### A small window of the routed layout, run 1

Window x 68 to 93, y 9 to 34 um. Cells in gray, sequential cells in the stronger gray; small squares are vias.
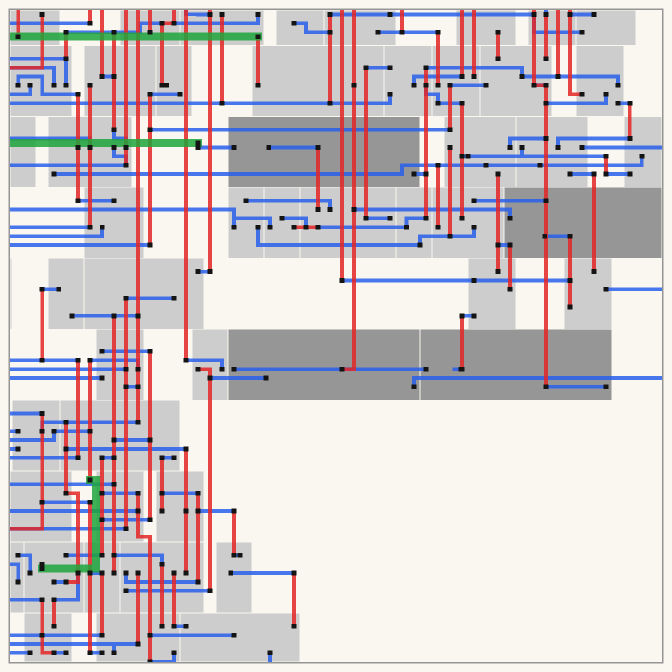
### Routed metal, one color a layer, run 1

Two of the layers only.
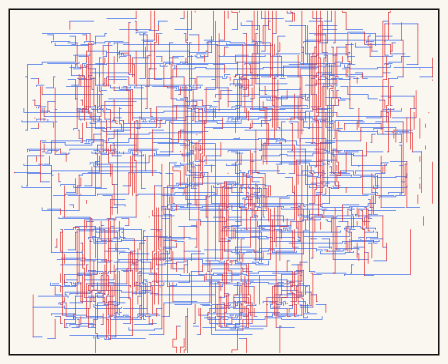
### PDN straps and rails, run 1

Bar = 20 um. Pins as bars on the die edge. Tap cells in gray.
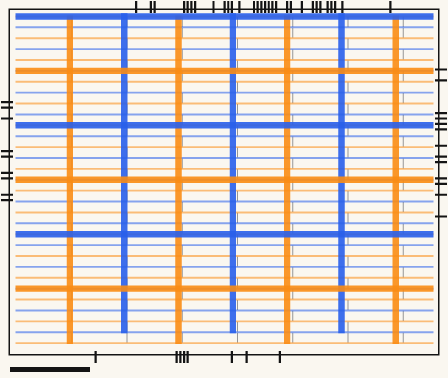
### Track usage over the die, run 1

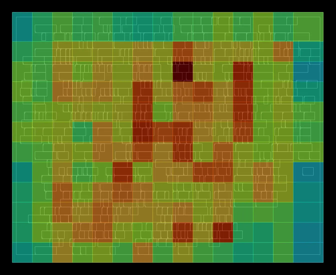
===== src/rtl/gc_adc_pkg.sv =====
// Shared types and constants for the stick-axis ADC scan scheduler.
package gc_adc_pkg;

  typedef enum logic [1:0] {
    IDLE    = 2'd0,
    SETTLE  = 2'd1,
    START   = 2'd2,
    CONVERT = 2'd3
  } state_t;

  localparam logic [1:0] AX_JX = 2'd0;
  localparam logic [1:0] AX_JY = 2'd1;
  localparam logic [1:0] AX_CX = 2'd2;
  localparam logic [1:0] AX_CY = 2'd3;

  localparam logic [7:0] CENTER_DEFAULT = 8'h7F;

endpackage


===== src/rtl/adc_rr_pick.sv =====
// Round-robin picker: first enabled axis strictly after ptr, wrapping mod 4.
module adc_rr_pick (
  input  logic [1:0] ptr,
  input  logic [3:0] en,
  output logic       found,
  output logic [1:0] idx
);

  logic [1:0] cand;

  // Walk ptr+1 .. ptr+4 and keep the first enabled candidate.
  always_comb begin
    found = 1'b0;
    idx   = ptr;
    cand  = ptr;
    for (int i = 0; i < 4; i++) begin
      cand = cand + 2'd1;
      if (!found && en[cand]) begin
        found = 1'b1;
        idx   = cand;
      end else begin
        idx   = idx;
      end
    end
  end

endmodule


===== src/rtl/adc_scan_sched.sv =====
// Time-shares one SAR ADC across the four stick axes and publishes
// per-axis 8-bit results, frozen while a GC response is transmitting.
module adc_scan_sched
  import gc_adc_pkg::*;
#(
  parameter int unsigned SETTLE_CYCLES  = 400,
  parameter int unsigned TIMEOUT_CYCLES = 4096,
  parameter logic [7:0]  CENTER         = CENTER_DEFAULT
) (
  input  logic       CLK,
  input  logic       RESET,
  input  logic [3:0] CH_EN,
  input  logic       HOLD,
  output logic       ADC_START,
  input  logic       ADC_DONE,
  input  logic [7:0] ADC_DATA,
  output logic [1:0] CH_SEL,
  output logic [7:0] J_STICK_X,
  output logic [7:0] J_STICK_Y,
  output logic [7:0] C_STICK_X,
  output logic [7:0] C_STICK_Y,
  output logic [3:0] CH_VALID,
  output logic [3:0] TIMEOUT_ERR,
  output logic       SCAN_DONE
);

  localparam int SW = (SETTLE_CYCLES > 1) ? $clog2(SETTLE_CYCLES + 1) : 1;
  localparam int TW = (TIMEOUT_CYCLES > 2) ? $clog2(TIMEOUT_CYCLES) : 1;
  localparam logic [SW-1:0] SETTLE_LOAD = SW'(SETTLE_CYCLES);
  // Timeout counter holds cycles elapsed since ADC_START rose.
  localparam logic [TW-1:0] TO_FIRST = TW'(1);
  localparam logic [TW-1:0] TO_LAST  = TW'(TIMEOUT_CYCLES - 1);

  state_t          state_q, state_d;
  logic [1:0]      ch_sel_q, ch_sel_d;
  logic [1:0]      ptr_q, ptr_d;
  logic [SW-1:0]   settle_q, settle_d;
  logic [TW-1:0]   to_q, to_d;
  logic            adc_start_q, adc_start_d;
  logic            scan_done_q, scan_done_d;
  logic [3:0][7:0] shadow_q, shadow_d;
  logic [3:0][7:0] out_q, out_d;
  logic [3:0]      valid_q, valid_d;
  logic [3:0]      err_q, err_d;

  logic            pick_found_s;
  logic [1:0]      pick_idx_s;
  logic [3:0]      higher_en_s;
  logic            higher_found_s;
  logic [1:0]      higher_idx_s;
  logic            more_s;

  adc_rr_pick u_pick (
    .ptr   (ptr_q),
    .en    (CH_EN),
    .found (pick_found_s),
    .idx   (pick_idx_s)
  );

  // Same picker restricted to axes above CH_SEL decides end-of-pass.
  assign higher_en_s = CH_EN & 4'(4'b1110 << ch_sel_q);

  adc_rr_pick u_higher (
    .ptr   (ch_sel_q),
    .en    (higher_en_s),
    .found (higher_found_s),
    .idx   (higher_idx_s)
  );

  assign more_s = higher_found_s && (higher_idx_s > ch_sel_q);

  // Next-state and datapath computation for the scan FSM.
  always_comb begin
    state_d     = state_q;
    ch_sel_d    = ch_sel_q;
    ptr_d       = ptr_q;
    settle_d    = settle_q;
    to_d        = to_q;
    adc_start_d = 1'b0;
    scan_done_d = 1'b0;
    shadow_d    = shadow_q;
    valid_d     = valid_q;
    err_d       = err_q;
    out_d       = HOLD ? out_q : shadow_q;

    case (state_q)
      IDLE: begin
        if (pick_found_s) begin
          ch_sel_d = pick_idx_s;
          ptr_d    = pick_idx_s;
          settle_d = SETTLE_LOAD;
          state_d  = SETTLE;
        end else begin
          state_d  = IDLE;
        end
      end
      SETTLE: begin
        if (settle_q <= SW'(1)) begin
          state_d     = START;
          adc_start_d = 1'b1;
        end else begin
          settle_d    = settle_q - SW'(1);
        end
      end
      START: begin
        to_d    = TO_FIRST;
        state_d = CONVERT;
      end
      CONVERT: begin
        if (ADC_DONE) begin
          shadow_d[ch_sel_q] = ADC_DATA;
          valid_d[ch_sel_q]  = 1'b1;
          err_d[ch_sel_q]    = 1'b0;
          scan_done_d        = !more_s;
          state_d            = IDLE;
        end else if (to_q == TO_LAST) begin
          err_d[ch_sel_q]    = 1'b1;
          scan_done_d        = !more_s;
          state_d            = IDLE;
        end else begin
          to_d               = to_q + TW'(1);
        end
      end
      default: begin
        state_d = IDLE;
      end
    endcase
  end

  // State and output registers with synchronous active-low reset.
  always_ff @(posedge CLK) begin
    if (!RESET) begin
      state_q     <= IDLE;
      ch_sel_q    <= AX_JX;
      ptr_q       <= AX_CY;
      settle_q    <= '0;
      to_q        <= '0;
      adc_start_q <= 1'b0;
      scan_done_q <= 1'b0;
      shadow_q    <= {4{CENTER}};
      out_q       <= {4{CENTER}};
      valid_q     <= 4'b0000;
      err_q       <= 4'b0000;
    end else begin
      state_q     <= state_d;
      ch_sel_q    <= ch_sel_d;
      ptr_q       <= ptr_d;
      settle_q    <= settle_d;
      to_q        <= to_d;
      adc_start_q <= adc_start_d;
      scan_done_q <= scan_done_d;
      shadow_q    <= shadow_d;
      out_q       <= out_d;
      valid_q     <= valid_d;
      err_q       <= err_d;
    end
  end

  assign ADC_START   = adc_start_q;
  assign SCAN_DONE   = scan_done_q;
  assign CH_SEL      = ch_sel_q;
  assign CH_VALID    = valid_q;
  assign TIMEOUT_ERR = err_q;
  assign J_STICK_X   = out_q[AX_JX];
  assign J_STICK_Y   = out_q[AX_JY];
  assign C_STICK_X   = out_q[AX_CX];
  assign C_STICK_Y   = out_q[AX_CY];

endmodule


===== config.mk =====
export PLATFORM = sky130hd
export DESIGN_NAME = adc_scan_sched
export DESIGN_NICKNAME = d
export VERILOG_FILES = /design/src/rtl/gc_adc_pkg.sv /design/src/rtl/adc_rr_pick.sv /design/src/rtl/adc_scan_sched.sv
export SDC_FILE = /design/constraint.sdc
export NUM_CORES = 1
export LEC_CHECK = 0
export CORE_ASPECT_RATIO = 0.8
export CORE_UTILIZATION = 49
export DETAILED_ROUTE_END_ITERATION = 8
export GPL_ROUTABILITY_DRIVEN = 0
export PLACE_DENSITY = 0.76
export SYNTH_ARGS = -nofsm -noshare
export SYNTH_HDL_FRONTEND = slang
export SYNTH_SLANG_ARGS = --single-unit

===== constraint.sdc =====
create_clock -name CLK -period 2.07 [get_ports CLK]
set_input_delay 0.3105 -clock CLK [delete_from_list [all_inputs] [get_ports CLK]]
set_output_delay 0.3105 -clock CLK [all_outputs]
set_load 0.01 [all_outputs]

==> results.py, run 1 <==
# Generated from Yosys and OpenROAD reports
metrics = {
    "status": {
        "status": "finished clean",
    },
    "power": {
        "seq_power_share_pct": 44.2,
        "power_leader": "sequential cells",
        "combinationalPowerShare_pct": 29.6,
        "pg_comb_w": 0.00151,
        "p_int_w": 0.00342,
    },
    "floorplan": {
        "chip_area_mm2": 0.00919,
        "die_w_um": 107,
        "die_h_um": 85.9,
    },
    "routing": {
        "drtPass1Iterations": 6,
        "drc": 0,
        "vias": 3743,
    },
    "synthesis": {
        "syn_avg_cell_area_um2": 8.65,
        "synth_top_cell_by_count": "nand2_1",
        "ys_types": 52,
        "syn-cell-area_mm2": 0.00431,
        "edf_count": 0,
        "synth_warnings": 0,
        "top_cells_by_area": "dfxtp_1, nand2_1, mux2i_1",
    },
    "run": {
        "maxCapViolations": 0,
    },
    "sta": {
        "fmax_mhz": 496,
        "maxSlewViolCount": 0,
    },
    "placed_design": {
        "placed_area_mm2": 0.00509,
        "dp_hpwl_mm": 7.02,
    },
    "worst_hold_path": {
        "holdPathEnd": "CH_VALID[3]",
        "min_path_cells": 3,
    },
    "cells_and_area": {
        "largestRegisters": "shadow_q: 32 flops, to_q: 12 flops, settle_q: 9 flops",
        "regMostFlops": "shadow_q",
    },
    "cts": {
        "cts_setup_buffers": 0,
        "clk_pin_slew_ns": 0.10,
    },
    "critical_path": {
        "cp_slowest_stage_delay_ns": 0.55,
        "path_max_fanout": 7,
        "cp-start-kind": "flop",
        "r2r-start": "settle_q[5]",
    },
    "global_route": {
        "grt_pass1_wl_mm": 16.2,
        "grt_use_total_pct": 22.3,
    },
}
## Picture notes: 'A small window of the routed layout'
[met3] green
[met2] red
[met1] blue
most frequent: a21oi_1 (7)
sequential cells in the window: 4
cells with their middle in the window: 40
netlist names of flops here include: to_q (3), SCAN_DONE (1)

## Picture notes: 'Routed metal, one color a layer'
[met1] blue | wire length: 4700 um
[met2] red | wire length: 4590 um

## Picture notes: 'PDN straps and rails'
[VSS] orange
[VDD] blue
met1 rails: 31
signal pins: 60
met4 straps: 7
met5 straps: 6
tap cells: 112

## Picture notes: 'Track usage over the die'
met1 GRT Util: 29.7%
M3 GR Usage: 4.56%
Routed wire per std cell: 14.5 um
final core utilization: 62.5%

run 1: logic make-up after synthesis:
family / count (synthesis) / share of synthesized area, %
buffers and inverters: 44 / 4.03
flip-flops: 101 / 46.9
adder cells (fa/ha/maj): 14 / 4.06
multiplexers: 37 / 8.64
AND/OR/NAND/NOR: 223 / 23.8
AND-OR/OR-AND: 80 / 12.6
run 1: per-layer routing:
metal | GRT usage, % | vias to the layer above | part of all wire (%) | wire, um
li1 | - | 1874 | - | -
met1 | 29.7 | 1750 | 48 | 4700
met2 | 36.2 | 108 | 46 | 4590
met3 | 4.56 | 11 | 4.6 | 456
met4 | 7.35 | 0 | 1.4 | 137
met5 | 0 | - | 0 | 0
run 1: placed cells by master, fill, tap and decap left out, types with 2 or more instances in the layout:
cell,instances
a2111o_1,4
a211o_1,2
a211oi_1,5
a21o_1,2
a21oi_1,26
a31oi_1,5
a41o_1,3
and3_1,7
buf_2,2
buf_4,20
clkbuf_8,10
clkdlybuf4s50_1,57
dfxtp_1,99
ha_1,14
inv_1,19
inv_8,2
mux2_1,2
mux2i_1,35
nand2_1,114
nand2b_1,6
nand3_1,44
nand4_1,5
nor2_1,21
nor2b_1,3
nor3_1,5
nor4_1,4
o211ai_1,2
o21a_1,3
o21ai_0,13
o31ai_1,3
or4_1,3
or4_4,2
run 1: cell type report:
class / count / share of cell area, %
Clock buffer: 10 / 2.58
Clock inverter: 6 / 1.46
Inverter: 19 / 1.34
Multi-Input combinational cell: 354 / 39.8
Sequential cell: 101 / 38.1
Tap cell: 112 / 2.63
Timing Repair Buffer: 80 / 14.1
run 1: worst reg2reg max path, stage by stage (launching register included):
cell	delay, ns
dfxtp_1	0.33
or4_4	0.53
or4_4	0.55
buf_4	0.18
and4b_1	0.17
o21a_1	0.16
==> run 2, diff against run 1 <==
--- a/config.mk
+++ b/config.mk
@@ -7,8 +7,8 @@
 export LEC_CHECK = 0
 export CORE_ASPECT_RATIO = 0.8
-export CORE_UTILIZATION = 49
+export CORE_UTILIZATION = 38
 export DETAILED_ROUTE_END_ITERATION = 8
+export DONT_BUFFER_PORTS = 1
 export GPL_ROUTABILITY_DRIVEN = 0
-export PLACE_DENSITY = 0.76
 export SYNTH_ARGS = -nofsm -noshare
 export SYNTH_HDL_FRONTEND = slang
==> constraint.sdc (replaced) <==
create_clock -name CLK -period 2.07 [get_ports CLK]
set_input_delay 0.3105 -clock CLK [delete_from_list [all_inputs] [get_ports CLK]]
set_output_delay 0.3105 -clock CLK [all_outputs]
set_load 0.05 [all_outputs]
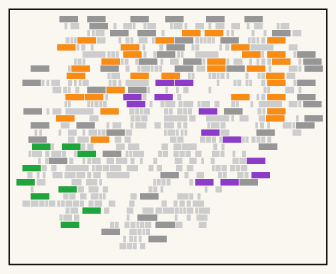
*Sequential cells colored by netlist name, run 2*
Other sequential cells in the stronger gray, the rest of the logic in the fainter gray.
[settle_q] green | placed flops: 9
[shadow_q] orange | placed flops: 32
[to_q] purple | placed flops: 12
not colored: 48

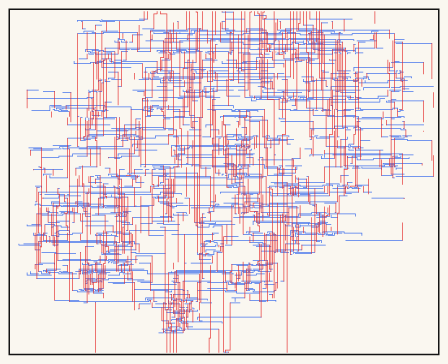
*Routed metal, one color a layer, run 2*
Two of the layers only.
final WL: 10.1 mm
Routed wire per std cell: 15.5 um
vias: 3443
all-layer global routing usage: 17.5%

==> results.py, run 2 <==
# Generated from Yosys and OpenROAD reports
metrics = {
    "cts": {
        "htree_levels": 3,
        "clockBufferDepth": 2,
        "cts_resized": 0,
        "clk_pin_slew_ns": 0.07,
        "cts_setup_buffers": 0,
        "cts_made_buffers": 9,
        "clkLatencyLatePin_ns": 0.34,
        "cts_tree": "done",
    },
    "placed_design": {
        "dp.cells": 634,
        "io_buffers": 0,
        "pre_cts_ws_ns": 0.102,
        "dp_hpwl_mm": 7.01,
    },
    "sta": {
        "rsz0062_at_grt": "false",
        "setup_viol": 0,
        "hold_viol": 0,
        "finalClockSkew_ns": 0.00472,
        "worst_pin_slew_ns": 0.556,
        "min_period_ns": 1.98,
        "maxSlewViolCount": 0,
        "setup_slack_ns": 0.0878,
        "fin_crit_sh_pct": 95.8,
        "fmax_mhz": 504,
        "setup-tns-final_ns": 0,
    },
    "cells_and_area": {
        "final_common_cell": "nand2_1",
        "final_nets": 531,
        "regMostFlops": "shadow_q",
        "largestRegisters": "shadow_q: 32 flops, to_q: 12 flops, settle_q: 9 flops",
        "final_cell_mix": "nand2_1, dfxtp_1, nand3_1",
    },
    "worst_hold_path": {
        "hp-class": "in2reg",
    },
    "critical_path": {
        "path_max_fanout": 13,
        "crit_type": "reg2reg",
        "worstPathArrival_ns": 2.21,
        "cp-start-kind": "flop",
    },
    "floorplan": {
        "fp.coreArea_mm2": 0.0110,
        "die_w_um": 121,
        "rows": 34,
        "chip_area_mm2": 0.0118,
        "die_h_um": 97.3,
    },
    "power": {
        "seq_power_share_pct": 42.2,
        "leakagePower_nw": 1.98,
        "switching_share_pct": 32.2,
        "power.switching_w": 0.00174,
        "p_int_w": 0.00367,
        "combinationalPowerShare_pct": 26.5,
        "power_density_mw_per_mm2": 1120,
    },
    "synthesis": {
        "edf_count": 0,
        "fp_nets": 529,
        "ys_cells": 499,
        "yosys-stat-area_mm2": 0.00431,
        "top_cells_by_area": "dfxtp_1, nand2_1, mux2i_1",
        "ys_types": 52,
        "async_flop_share_pct": 0,
        "synth_warnings": 0,
        "syn_avg_cell_area_um2": 8.65,
        "ys_seq_share_pct": 46.9,
        "synth_cells": 499,
        "syn-cell-area_mm2": 0.00431,
        "synth_top_cell_by_count": "nand2_1",
    },
    "run": {
        "maxCapViolations": 0,
        "warnings": 34,
    },
    "global_route": {
        "met1_usage_pct": 24.2,
        "grtUsageMet3_pct": 4.99,
        "antenna_found_initial": 0,
        "top_usage_layer": "met2",
        "grt_pass1_wl_mm": 16.3,
        "grtUsageMet2_pct": 26.5,
    },
    "routing": {
        "drc": 0,
        "drtPass1Iterations": 5,
        "drtIter0Drc": 173,
    },
    "status": {
        "status": "finished clean",
    },
}
[run 2: worst paths after layout]
kind	start	endpoint	slack (ns)	cells after the start
min reg2reg	shadow_q[23]	shadow_q[23]	0.47	2
max	settle_q[2]	settle_q[8]	0.09	4
min	RESET	ptr_q[1]	0.04	1
max reg2reg	settle_q[2]	settle_q[8]	0.09	4
[run 2: layout make-up]
type                       instances  area (um2)
inverter                          19        71.3
sequential                       101        2020
tap                              144         180
clock inverter                     7        72.6
clock buffer                       9         225
timing repair buffer              16         120
fill                            1081        6150
multi-input combinational        354        2130
[run 2: cells by family (layout without fill, tap and decap cells)]
logic type / count (synthesis) / in the layout / synth area share [%]
fa+ha+maj: 14 / 14 / 4.06
flops: 101 / 101 / 46.9
mux: 37 / 37 / 8.64
buf+inv: 44 / 51 / 4.03
simple gates: 223 / 223 / 23.8
compound gates: 80 / 80 / 12.6
[run 2: stage by stage]
stage               instance area, um2  power (W)  util [%]
CTS                               4810    0.00544      43.8
detailed placement                4510    0.00373      41.1
floorplan                         4320    0.00338         -
global placement                  4510    0.00367      41.1
finish                            4820    0.00541      43.9
global route                      4820    0.00572      43.9
[run 2: power groups by stage]
stage	logic, W	registers, W	clock network [W]
3_5_place_dp	0.00140	0.00233	0
4_1_cts	0.00141	0.00228	0.00174
6_report	0.00144	0.00229	0.00169
3_3_place_gp	0.00135	0.00232	0
5_1_grt	0.00160	0.00231	0.00181
2_1_floorplan	0.00101	0.00237	0
[run 2: worst max-delay path, cell delays in order (launching register included)]
cell	delay (ns)
dfxtp_1	0.34
or3_4	0.42
or4_4	0.62
and4_1	0.23
o31a_1	0.26
[run 2: metal layers]
layer	routed length (um)	part of all wire, %	vias to the layer above
met3	511	5.1	2
met2	4610	46	60
li1	-	-	1750
met1	4900	49	1631
met5	0	0	-
met4	31	0.31	0
### Track usage over the die, run 2

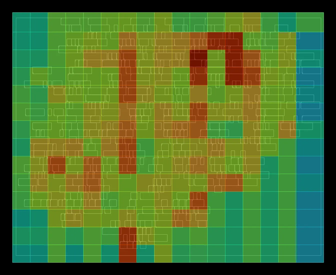

==> run 3, diff against run 2 <==
- GPL_TIMING_DRIVEN: unset -> 0
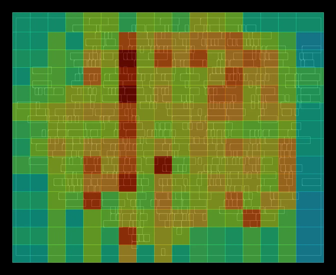
*Track usage over the die, run 3*
all-layer global routing usage: 18.3%
M3 GR Usage: 5.34%
routing usage on met2: 27.6%

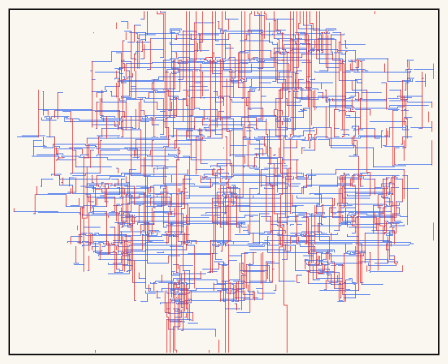
*Routed metal, one color a layer, run 3*
Two of the layers only.
final WL: 10.3 mm
Routed wire per std cell: 15.6 um

==> results.py, run 3 <==
# Generated from Yosys and OpenROAD reports
metrics = {
    "critical_path": {
        "crit_slowest_cell": "or4_4",
        "cp-endpoint": "settle_q[2]",
        "cpLargestDelayFamily": "simple AND/OR/NAND/NOR gates",
        "crit_type": "reg2reg",
        "r2r-start": "settle_q[5]",
        "rr_worst_depth": 5,
        "cp-start-kind": "flop",
        "crit_chain": "or4_4 > or4_4 > buf_6 > nand3_1 > mux2_1",
        "path_common_cell": "or4_4",
        "worst-path-stages": 5,
        "r2r-end": "settle_q[2]",
        "cp_slowest_stage_delay_ns": 0.54,
        "worstPathArrival_ns": 2.24,
        "path_max_fanout": 10,
        "worstSetupStartpoint": "settle_q[5]",
    },
    "run": {
        "maxCapViolations": 0,
        "warnings": 34,
    },
    "cts": {
        "clk_pin_slew_ns": 0.07,
        "cts_made_buffers": 9,
        "clockBufferDepth": 2,
        "clkLatencyLatePin_ns": 0.35,
        "htree_levels": 3,
        "cts_setup_buffers": 0,
    },
    "sta": {
        "min_period_ns": 2.01,
        "fmax_mhz": 498,
        "maxSlewViolCount": 0,
        "setup-tns-final_ns": 0,
        "worst_pin_slew_ns": 0.943,
        "setup_slack_ns": 0.0606,
        "setup_viol": 0,
        "finalClockSkew_ns": 0.00656,
        "hold_viol": 0,
        "rsz0062_at_grt": "false",
        "fin_crit_sh_pct": 97.1,
        "relSlewSlack_pct": 36.5,
    },
    "placed_design": {
        "io_buffers": 0,
        "placed_area_mm2": 0.00450,
        "pre_cts_ws_ns": -0.197,
    },
    "worst_hold_path": {
        "hp-class": "in2reg",
    },
    "synthesis": {
        "edf_count": 0,
        "ys_seq_share_pct": 46.9,
        "top_cells_by_count": "nand2_1, dfxtp_1, nand3_1",
        "fp_nets": 529,
        "synth_cells": 499,
        "syn_avg_cell_area_um2": 8.65,
        "ys_cells": 499,
        "synth_warnings": 0,
        "syn-cell-area_mm2": 0.00431,
        "yosys-stat-area_mm2": 0.00431,
        "synth_top_cell_by_count": "nand2_1",
        "top_cells_by_area": "dfxtp_1, nand2_1, mux2i_1",
        "async_flop_share_pct": 0,
    },
    "routing": {
        "drc": 0,
        "vias": 3498,
        "drtIter0Drc": 276,
        "drtPass1Iterations": 5,
    },
    "floorplan": {
        "chip_area_mm2": 0.0118,
        "fp.coreArea_mm2": 0.0110,
        "die_h_um": 97.3,
        "rows": 34,
    },
    "cells_and_area": {
        "fillers": 1072,
        "regMostFlops": "shadow_q",
        "final_common_cell": "nand2_1",
        "final_nets": 542,
        "final_cell_mix": "nand2_1, dfxtp_1, nand3_1",
        "largestRegisters": "shadow_q: 32 flops, to_q: 12 flops, settle_q: 9 flops",
    },
    "power": {
        "power_density_mw_per_mm2": 1130,
        "leakagePower_nw": 1.97,
        "fin_total_pwr_w": 0.00552,
    },
    "global_route": {
        "antenna_found_initial": 0,
    },
    "status": {
        "status": "finished clean",
    },
}
==> run 3: layer usage <==
layer | up-vias | global-route usage [%] | share of wire (%)
met5 | - | 0 | 0
met3 | 11 | 5.34 | 5.6
met1 | 1650 | 24.6 | 48
met2 | 61 | 27.6 | 44
met4 | 0 | 6.93 | 1.7
li1 | 1776 | - | -
==> run 3: area by class of cell <==
class	instances	area, um2	area share (%)
multi-input cells	354	2190	44.6
well taps	144	180	3.68
inverters	19	76.3	1.56
clock inverters	3	43.8	0.894
plain buffers	24	101	2.07
clock buffers	13	260	5.31
flip-flops and latches	101	2030	41.4
repair buffers	3	22.5	0.460
==> run 3: report_power, final <==
group	internal [W]	switching (W)
clock	0.00100	0.000706
sequential	0.00211	0.000290
combinational	0.000625	0.000778
==> run 3: cell families after synthesis <==
group | Yosys count | synth area share [%]
DFF | 101 | 46.9
AOI/OAI and AO/OA | 80 | 12.6
adders and majority gates | 14 | 4.06
buffers and inverters | 44 | 4.03
muxes | 37 | 8.64
and+or+nand+nor | 223 | 23.8
==> run 3: through the flow <==
step           utilization (%)  instances
2_1_floorplan                -        499
3_3_place_gp              41.0        643
3_5_place_dp              41.0        643
4_1_cts                   44.0        659
5_1_grt                   44.7        661
6_report                  44.7        661
==> run 3: how the worst min path moves through the flow <==
stage               slack [ns]      endpoint  depth (start not counted)        start
finish                    0.09   shadow_q[6]                          2  ADC_DATA[6]
global route              0.08  shadow_q[18]                          2  ADC_DATA[2]
CTS                       0.08  shadow_q[21]                          2  ADC_DATA[5]
detailed placement        0.44  shadow_q[21]                          2  ADC_DATA[5]
global placement          0.44   shadow_q[6]                          2  ADC_DATA[6]
floorplan                 0.43   shadow_q[0]                          2  ADC_DATA[0]
Power is estimated from default activity; no workload was simulated.
